--- config.mk ---
export PLATFORM = sky130hd
export DESIGN_NAME = vend_dispenser
export DESIGN_NICKNAME = d
export VERILOG_FILES = /design/src/rtl/vend_pkg.sv /design/src/rtl/vend_sense_sync.sv /design/src/rtl/vend_dispenser.sv
export SDC_FILE = /design/constraint.sdc
export NUM_CORES = 1
export LEC_CHECK = 0
export ABC_AREA = 1
export CORE_ASPECT_RATIO = 0.9
export CORE_MARGIN = 4
export CORE_UTILIZATION = 55
export CTS_BUF_LIST = sky130_fd_sc_hd__clkbuf_16
export DETAILED_ROUTE_END_ITERATION = 6
export GPL_TIMING_DRIVEN = 0
export PLACE_DENSITY = 0.76
export RECOVER_POWER = 50
export SLEW_MARGIN = 10
export SYNTH_ARGS = -nofsm -noshare
export SYNTH_HDL_FRONTEND = slang
export SYNTH_SLANG_ARGS = --single-unit
export TNS_END_PERCENT = 30
--- constraint.sdc ---
create_clock -name clk -period 1.73 [get_ports clk]
set_input_delay 0.173 -clock clk [delete_from_list [all_inputs] [get_ports clk]]
set_output_delay 0.173 -clock clk [all_outputs]
set_load 0.03 [all_outputs]
--- src/rtl/vend_pkg.sv ---
// Shared types and codes for the vending back-end: FSM states, change codes
// and fault codes (the change codes are shared with the coin/price FSM).
package vend_pkg;

  typedef enum logic [2:0] {
    ST_IDLE,
    ST_PROD_PULSE,
    ST_PROD_WAIT,
    ST_COIN_PULSE,
    ST_COIN_WAIT,
    ST_DONE,
    ST_FAULT
  } state_t;

  localparam logic [1:0] CHG_NONE = 2'd0;
  localparam logic [1:0] CHG_5    = 2'd1;
  localparam logic [1:0] CHG_10   = 2'd2;

  localparam logic [1:0] FLT_NONE = 2'd0;
  localparam logic [1:0] FLT_PROD = 2'd1;
  localparam logic [1:0] FLT_COIN = 2'd2;

  // Code 3 is reserved and behaves like "no change".
  function automatic logic chg_valid(input logic [1:0] code);
    return (code == CHG_5) || (code == CHG_10);
  endfunction

endpackage

--- src/rtl/vend_sense_sync.sv ---
// Brings an asynchronous drop sensor into the clk domain and produces a
// one-cycle strobe on each rising edge.
module vend_sense_sync (
  input  logic clk,
  input  logic rst,
  input  logic sense,
  output logic strobe
);

  // Bits [1:0] are the synchronizer, bit [2] is the edge-detect history.
  logic [2:0] shift;

  always_ff @(posedge clk) begin
    if (rst) begin
      shift <= 3'b000;
    end else begin
      shift <= {shift[1:0], sense};
    end
  end

  assign strobe = shift[1] & ~shift[2];

endmodule

--- src/rtl/vend_dispenser.sv ---
// Actuator controller: pulses the product motor and/or one coin hopper per
// request and waits for the matching drop sensor, faulting on timeout.
module vend_dispenser
  import vend_pkg::*;
#(
  parameter int PULSE_CYCLES   = 4,
  parameter int TIMEOUT_CYCLES = 1000
) (
  input  logic       clk,
  input  logic       rst,
  input  logic       req_valid,
  output logic       req_ready,
  input  logic       req_vend,
  input  logic [1:0] req_change,
  output logic       prod_drive,
  output logic       coin5_drive,
  output logic       coin10_drive,
  input  logic       prod_sense,
  input  logic       coin_sense,
  output logic       done,
  output logic       fault,
  output logic [1:0] fault_code
);

  localparam int CW = $clog2(TIMEOUT_CYCLES);
  localparam logic [CW-1:0] PULSE_LAST   = CW'(PULSE_CYCLES - 1);
  localparam logic [CW-1:0] TIMEOUT_LAST = CW'(TIMEOUT_CYCLES - 1);

  state_t        state, state_n, after_prod;
  logic [CW-1:0] cnt, cnt_n;
  logic          seen, seen_n;
  logic          vend_q, vend_n;
  logic [1:0]    chg_q, chg_n;
  logic [1:0]    fcode_q, fcode_n;
  logic          prod_strobe, coin_strobe;

  vend_sense_sync u_prod_sync (
    .clk    (clk),
    .rst    (rst),
    .sense  (prod_sense),
    .strobe (prod_strobe)
  );

  vend_sense_sync u_coin_sync (
    .clk    (clk),
    .rst    (rst),
    .sense  (coin_sense),
    .strobe (coin_strobe)
  );

  always_ff @(posedge clk) begin
    if (rst) begin
      state   <= ST_IDLE;
      cnt     <= '0;
      seen    <= 1'b0;
      vend_q  <= 1'b0;
      chg_q   <= CHG_NONE;
      fcode_q <= FLT_NONE;
    end else begin
      state   <= state_n;
      cnt     <= cnt_n;
      seen    <= seen_n;
      vend_q  <= vend_n;
      chg_q   <= chg_n;
      fcode_q <= fcode_n;
    end
  end

  // Every stage exit clears cnt/seen so the next pulse state starts fresh;
  // a strobe arriving in the last pulse cycle still counts as seen.
  always_comb begin
    state_n    = state;
    cnt_n      = cnt + 1'b1;
    seen_n     = seen;
    vend_n     = vend_q;
    chg_n      = chg_q;
    fcode_n    = fcode_q;
    after_prod = chg_valid(chg_q) ? ST_COIN_PULSE : ST_DONE;
    case (state)
      ST_IDLE: begin
        cnt_n  = '0;
        seen_n = 1'b0;
        if (req_valid) begin
          vend_n = req_vend;
          chg_n  = chg_valid(req_change) ? req_change : CHG_NONE;
          if (req_vend)                    state_n = ST_PROD_PULSE;
          else if (chg_valid(req_change))  state_n = ST_COIN_PULSE;
          else                             state_n = ST_DONE;
        end
      end
      ST_PROD_PULSE: begin
        seen_n = seen | prod_strobe;
        if (cnt == PULSE_LAST) begin
          if (seen | prod_strobe) begin
            state_n = after_prod;
            cnt_n   = '0;
            seen_n  = 1'b0;
          end else begin
            state_n = ST_PROD_WAIT;
          end
        end
      end
      ST_PROD_WAIT: begin
        if (prod_strobe) begin
          state_n = after_prod;
          cnt_n   = '0;
          seen_n  = 1'b0;
        end else if (cnt == TIMEOUT_LAST) begin
          state_n = ST_FAULT;
          fcode_n = FLT_PROD;
        end
      end
      ST_COIN_PULSE: begin
        seen_n = seen | coin_strobe;
        if (cnt == PULSE_LAST) begin
          if (seen | coin_strobe) begin
            state_n = ST_DONE;
            cnt_n   = '0;
            seen_n  = 1'b0;
          end else begin
            state_n = ST_COIN_WAIT;
          end
        end
      end
      ST_COIN_WAIT: begin
        if (coin_strobe) begin
          state_n = ST_DONE;
          cnt_n   = '0;
          seen_n  = 1'b0;
        end else if (cnt == TIMEOUT_LAST) begin
          state_n = ST_FAULT;
          fcode_n = FLT_COIN;
        end
      end
      ST_DONE: begin
        state_n = ST_IDLE;
        cnt_n   = '0;
      end
      ST_FAULT: begin
        cnt_n = cnt;
      end
      default: begin
        state_n = ST_IDLE;
        cnt_n   = '0;
      end
    endcase
  end

  assign req_ready    = (state == ST_IDLE);
  assign prod_drive   = (state == ST_PROD_PULSE) && vend_q;
  assign coin5_drive  = (state == ST_COIN_PULSE) && (chg_q == CHG_5);
  assign coin10_drive = (state == ST_COIN_PULSE) && (chg_q == CHG_10);
  assign done         = (state == ST_DONE);
  assign fault        = (state == ST_FAULT);
  assign fault_code   = fcode_q;

endmodule

==> run_1/registers.png <==
Scale bar: 20 um. Other sequential cells in the stronger gray, the rest of the logic in the fainter gray.
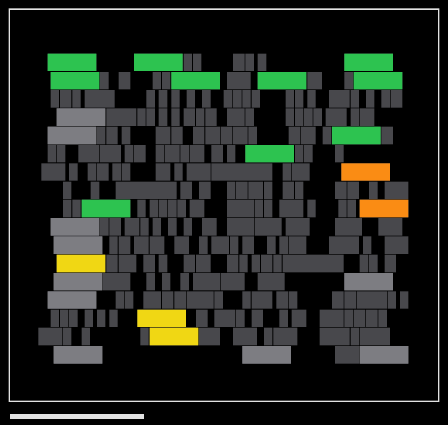
[green] `cnt` | placed flops: 10
[orange] `fault_code` | placed flops: 2
[yellow] `state` | placed flops: 3

==> run_1/metal_stack.png <==
Scale bar: 20 um. Only two layers are drawn.
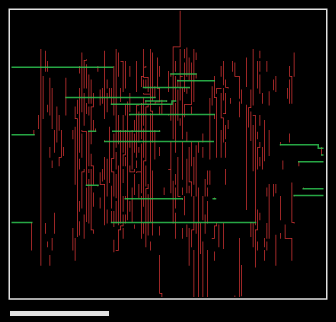
[red] met2 | wire length: 1570 um
[green] met3 | wire length: 202 um
global-route usage over all layers: 19.9%
WL/cell: 12.4 um
vias: 1410
WL final: 3.34 mm

==> flow_metrics.env, run 1 <==
# flow metrics
export IMPL_power_density_mw_per_mm2=1310
export IMPL_fp_dieW_um=63.7
export IMPL_overflow=0
export IMPL_min_path_cells=2
export IMPL_fin_util_pct=69.0
export IMPL_antenna_found_initial=0
export IMPL_placed_cell_area_mm2=0.00171
export IMPL_finalCritPeriodShare_pct=95.0
export IMPL_clkPwrFrac_pct=22.5
export IMPL_sw_frac_of_total_pct=42.5
export IMPL_dpl_hpwl_mm=2.63
export IMPL_clock_buffers=3
export IMPL_gr_usage_met1_pct=25.6
export IMPL_clock_area_share_pct=4.69
export IMPL_tool_warnings=29
export IMPL_ys_area_mm2=0.00153
export IMPL_yosys_warnings=0
export IMPL_worst_hold_slack_ps=309
export IMPL_nFillCells=243
export IMPL_numSequentialCells=25
export IMPL_dominantRegCellSynth="dfxtp_1"
export IMPL_seq_area_share_pct=28.4
export IMPL_via_per_inst=5.24
export IMPL_period_needed_ps=1640
export IMPL_hp_start="rst"
export IMPL_rr_worst_depth=8
export IMPL_area_growth_pct=14.8
export IMPL_clock_latency_ps=260
export IMPL_n_antenna_cell=0
export IMPL_r2r_end="cnt[3]$_SDFFE_PP0N_"
export IMPL_synth_edff_count=0
export IMPL_logic_gates=156
export IMPL_final_area_mm2=0.00176
export IMPL_tns_ps=0
export IMPL_outcome="finished, final reports clean"
export IMPL_slew_violations=0
export IMPL_fmax_mhz=609
export IMPL_clkTransAtPathRegs_ps=60
export IMPL_avgSynthCellArea_um2=6.88
==> run_1/density.png <==
The die is cut into 6 by 6 equal tiles; black is low, pale yellow is high, 0 to 100% covered.
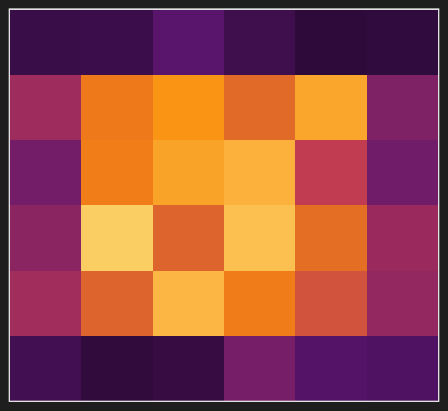
mean over tiles: 47%
densest ninth of the die: center
tiles over 75% full: 19%
fullest tile: 89%

run 1: what timing repair did:
| item | CTS | global route |
|---|---|---|
| cloned | 0 | 0 |
| setup endpoints to repair | 6 | 6 |
| gates resized | 7 | 9 |
| hold endpoints to repair | 0 | 0 |
| setup buffers | 0 | 0 |
run 1: critical path, stage by stage, from the launching register on:
cell             delay (ps)
dfxtp_1                 430
inv_2                   120
nor2_4                  110
nand2_1                 100
nor2_1                  100
clkdlybuf4s15_1         370
run 1: cell families after synthesis:
logic type | synth area share [%]
simple gates | 39.2
buf+inv | 11.8
compound gates | 10.6
xor+xnor | 1.71
fa+ha+maj | 4.08
flops | 32.6
run 1: per-layer routing:
layer | vias up | wire length (um)
met5 | - | 0
met4 | 0 | 24
met3 | 4 | 202
met2 | 40 | 1570
met1 | 636 | 1540
li1 | 730 | -
run 1: state kept, by name (all words and copies together), names as in the netlist:
register and count:
chg_q 2, state 3, seen 1, cnt 10
fault_code 2, vend_q 1, u_coin_sync.shift 3, u_prod_sync.shift 3
run 1: cells in the mapped netlist (3+ instances only):
master	count	area share, %
nand2_2	8	3.3
nor2_2	5	2.0
buf_6	3	2.2
nor2_1	30	7.3
o21ai_0	6	2.0
nand2_1	46	11
xor2_1	3	1.7
nand3_1	12	3.9
ha_1	5	4.1
nor2_4	5	3.7
nand3_2	3	2.0
dfxtp_1	25	33
a21oi_1	13	4.2
inv_1	31	7.6
inv_2	5	1.2
run 1: power by group through the flow:
| stage | combinational (uW) | clock [uW] | sequential [uW] |
|---|---|---|---|
| after CTS | 1100 | 536 | 714 |
| after floorplan | 872 | 0 | 715 |
| after global placement | 1110 | 0 | 721 |
| after detailed placement | 1110 | 0 | 727 |
| final | 1080 | 520 | 714 |
| after global routing | 1210 | 571 | 726 |
==> run_1/cell_classes.png <==
Scale bar: 20 um. Fill, decap, tap and diode cells in gray.
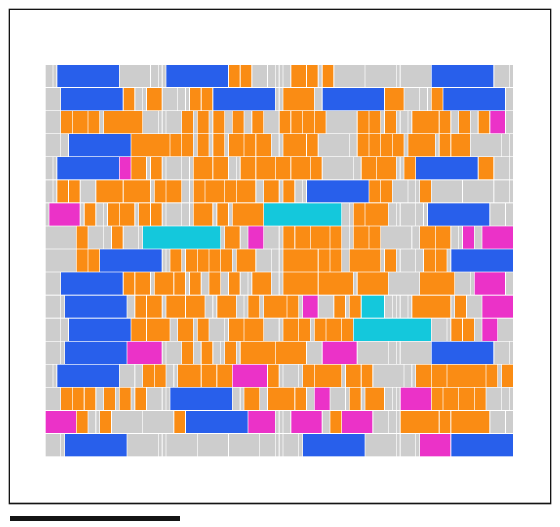

==> run 2, diff against run 1 <==
--- a/config.mk
+++ b/config.mk
@@ -12,8 +12,10 @@
 export CTS_BUF_LIST = sky130_fd_sc_hd__clkbuf_16
 export DETAILED_ROUTE_END_ITERATION = 6
 export GPL_TIMING_DRIVEN = 0
+export HOLD_SLACK_MARGIN = 0.1
 export PLACE_DENSITY = 0.76
 export RECOVER_POWER = 50
+export SKIP_CTS_REPAIR_TIMING = 1
 export SLEW_MARGIN = 10
 export SYNTH_ARGS = -nofsm -noshare
 export SYNTH_HDL_FRONTEND = slang
==> run_2/cell_classes.png <==
Scale bar: 20 um. Fill, decap, tap and diode cells in gray.
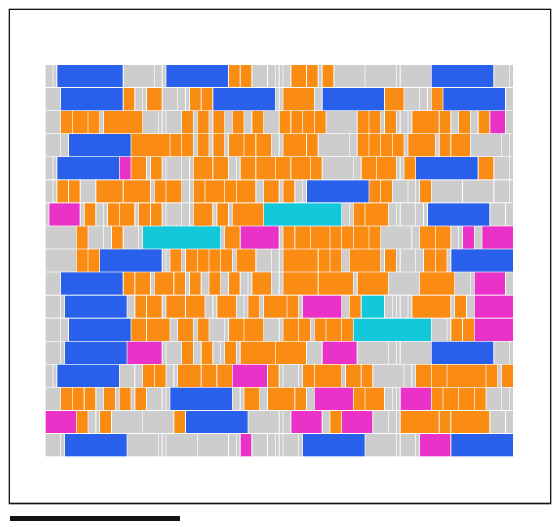
[magenta] other buffers and delay cells | cells: 20 | share of their area: 11%
[blue] flip-flops | cells: 25 | share of their area: 29%
[cyan] clock drivers and dummy loads | cells: 4 | share of their area: 4.7%
[orange] all other logic | cells: 192 | share of their area: 56%

==> flow_metrics.env, run 2 <==
# flow metrics
export IMPL_outcome="finished, final reports clean"
export IMPL_fmax_mhz=614
export IMPL_largest_register="cnt"
export IMPL_ys_sh_aoi_pct=10.6
export IMPL_fp_dieW_um=63.7
export IMPL_wirelength_mm=3.34
export IMPL_cpLargestDelayFamily="buffers and inverters"
export IMPL_top_area_share_pct=32.6
export IMPL_ys_sh_adder_pct=4.08
export IMPL_gr_usage_met1_pct=25.6
export IMPL_period_needed_ps=1630
export IMPL_ys_area_mm2=0.00153
export IMPL_synth_area_top_cells="dfxtp_1, nand2_1, inv_1"
export IMPL_slew_violations=0
export IMPL_wirelength_met1_mm=1.51
export IMPL_wl_met3_um=243
export IMPL_largest_reg_flops=10
export IMPL_dpl_hpwl_mm=2.63
export IMPL_dominantRegCellSynth="dfxtp_1"
export IMPL_top_area_cell="dfxtp_1"
export IMPL_fin_util_pct=70.1
export IMPL_crit_buf_inv=4
export IMPL_placed_cell_area_mm2=0.00171
export IMPL_power_density_mw_per_mm2=1300
export IMPL_vias=1407
export IMPL_yosys_warnings=0
export IMPL_avgSynthCellArea_um2=6.88
export IMPL_wl_per_cell_um=12.4
export IMPL_n_antenna_cell=0
export IMPL_clock_latency_ps=260
export IMPL_crit_chain="inv_2 -> nand3_2 -> buf_6 -> inv_2 -> dlymetal6s2s_1"
export IMPL_overflow=0
export IMPL_top_logic_kind="simple AND/OR/NAND/NOR gates"
[run 2: netlist changes by cell type in the layout (fill, tap and decap cells not counted)]
| cell | previous run | this run |
|---|---|---|
| clkbuf_1 | 2 | 3 |
| clkbuf_2 | 4 | 0 |
| clkdlybuf4s15_1 | 1 | 0 |
| dfxtp_1 | 25 | 24 |
| dfxtp_2 | 0 | 1 |
| dlygate4sd2_1 | 1 | 0 |
| dlymetal6s2s_1 | 0 | 5 |
[run 2: area by class of cell]
cell class	count	area share (%)
multi-input cells	156	47.1
inverters	36	7.55
clock inverters	1	0.419
flip-flops and latches	25	28.0
well taps	28	1.96
clock buffers	3	4.19
repair buffers	14	8.18
plain buffers	6	2.59
[run 2: worst register-to-register path, cell delays in order, from the launching register on]
cell     delay [ps]
dfxtp_1         380
ha_1            230
nand2_1          70
nor2_1          170
nand3_1         110
nand2_1         100
nand4_1         180
nand2_2         160
nor2_1           50
[run 2: how the worst min path moves through the flow]
stage | from | end | slack [ps] | cells after the start
finish | rst | state[1]$_SDFFE_PP0P_ | 310 | 2
global route | rst | fault_code[1]$_SDFFE_PP0P_ | 320 | 2
CTS | rst | fault_code[1]$_SDFFE_PP0P_ | 300 | 2
detailed placement | u_coin_sync.shift[0]$_SDFF_PP0_ | u_coin_sync.shift[1]$_SDFF_PP0_ | 400 | 2
global placement | u_coin_sync.shift[0]$_SDFF_PP0_ | u_coin_sync.shift[1]$_SDFF_PP0_ | 390 | 2
floorplan | coin_sense | u_coin_sync.shift[0]$_SDFF_PP0_ | 280 | 2
[run 2: power breakdown]
part	switching [uW]	internal (uW)	total [uW]
logic	709	386	1090
clock network	206	314	520
registers	63.0	653	716
Power and IR drop assume default switching activity.
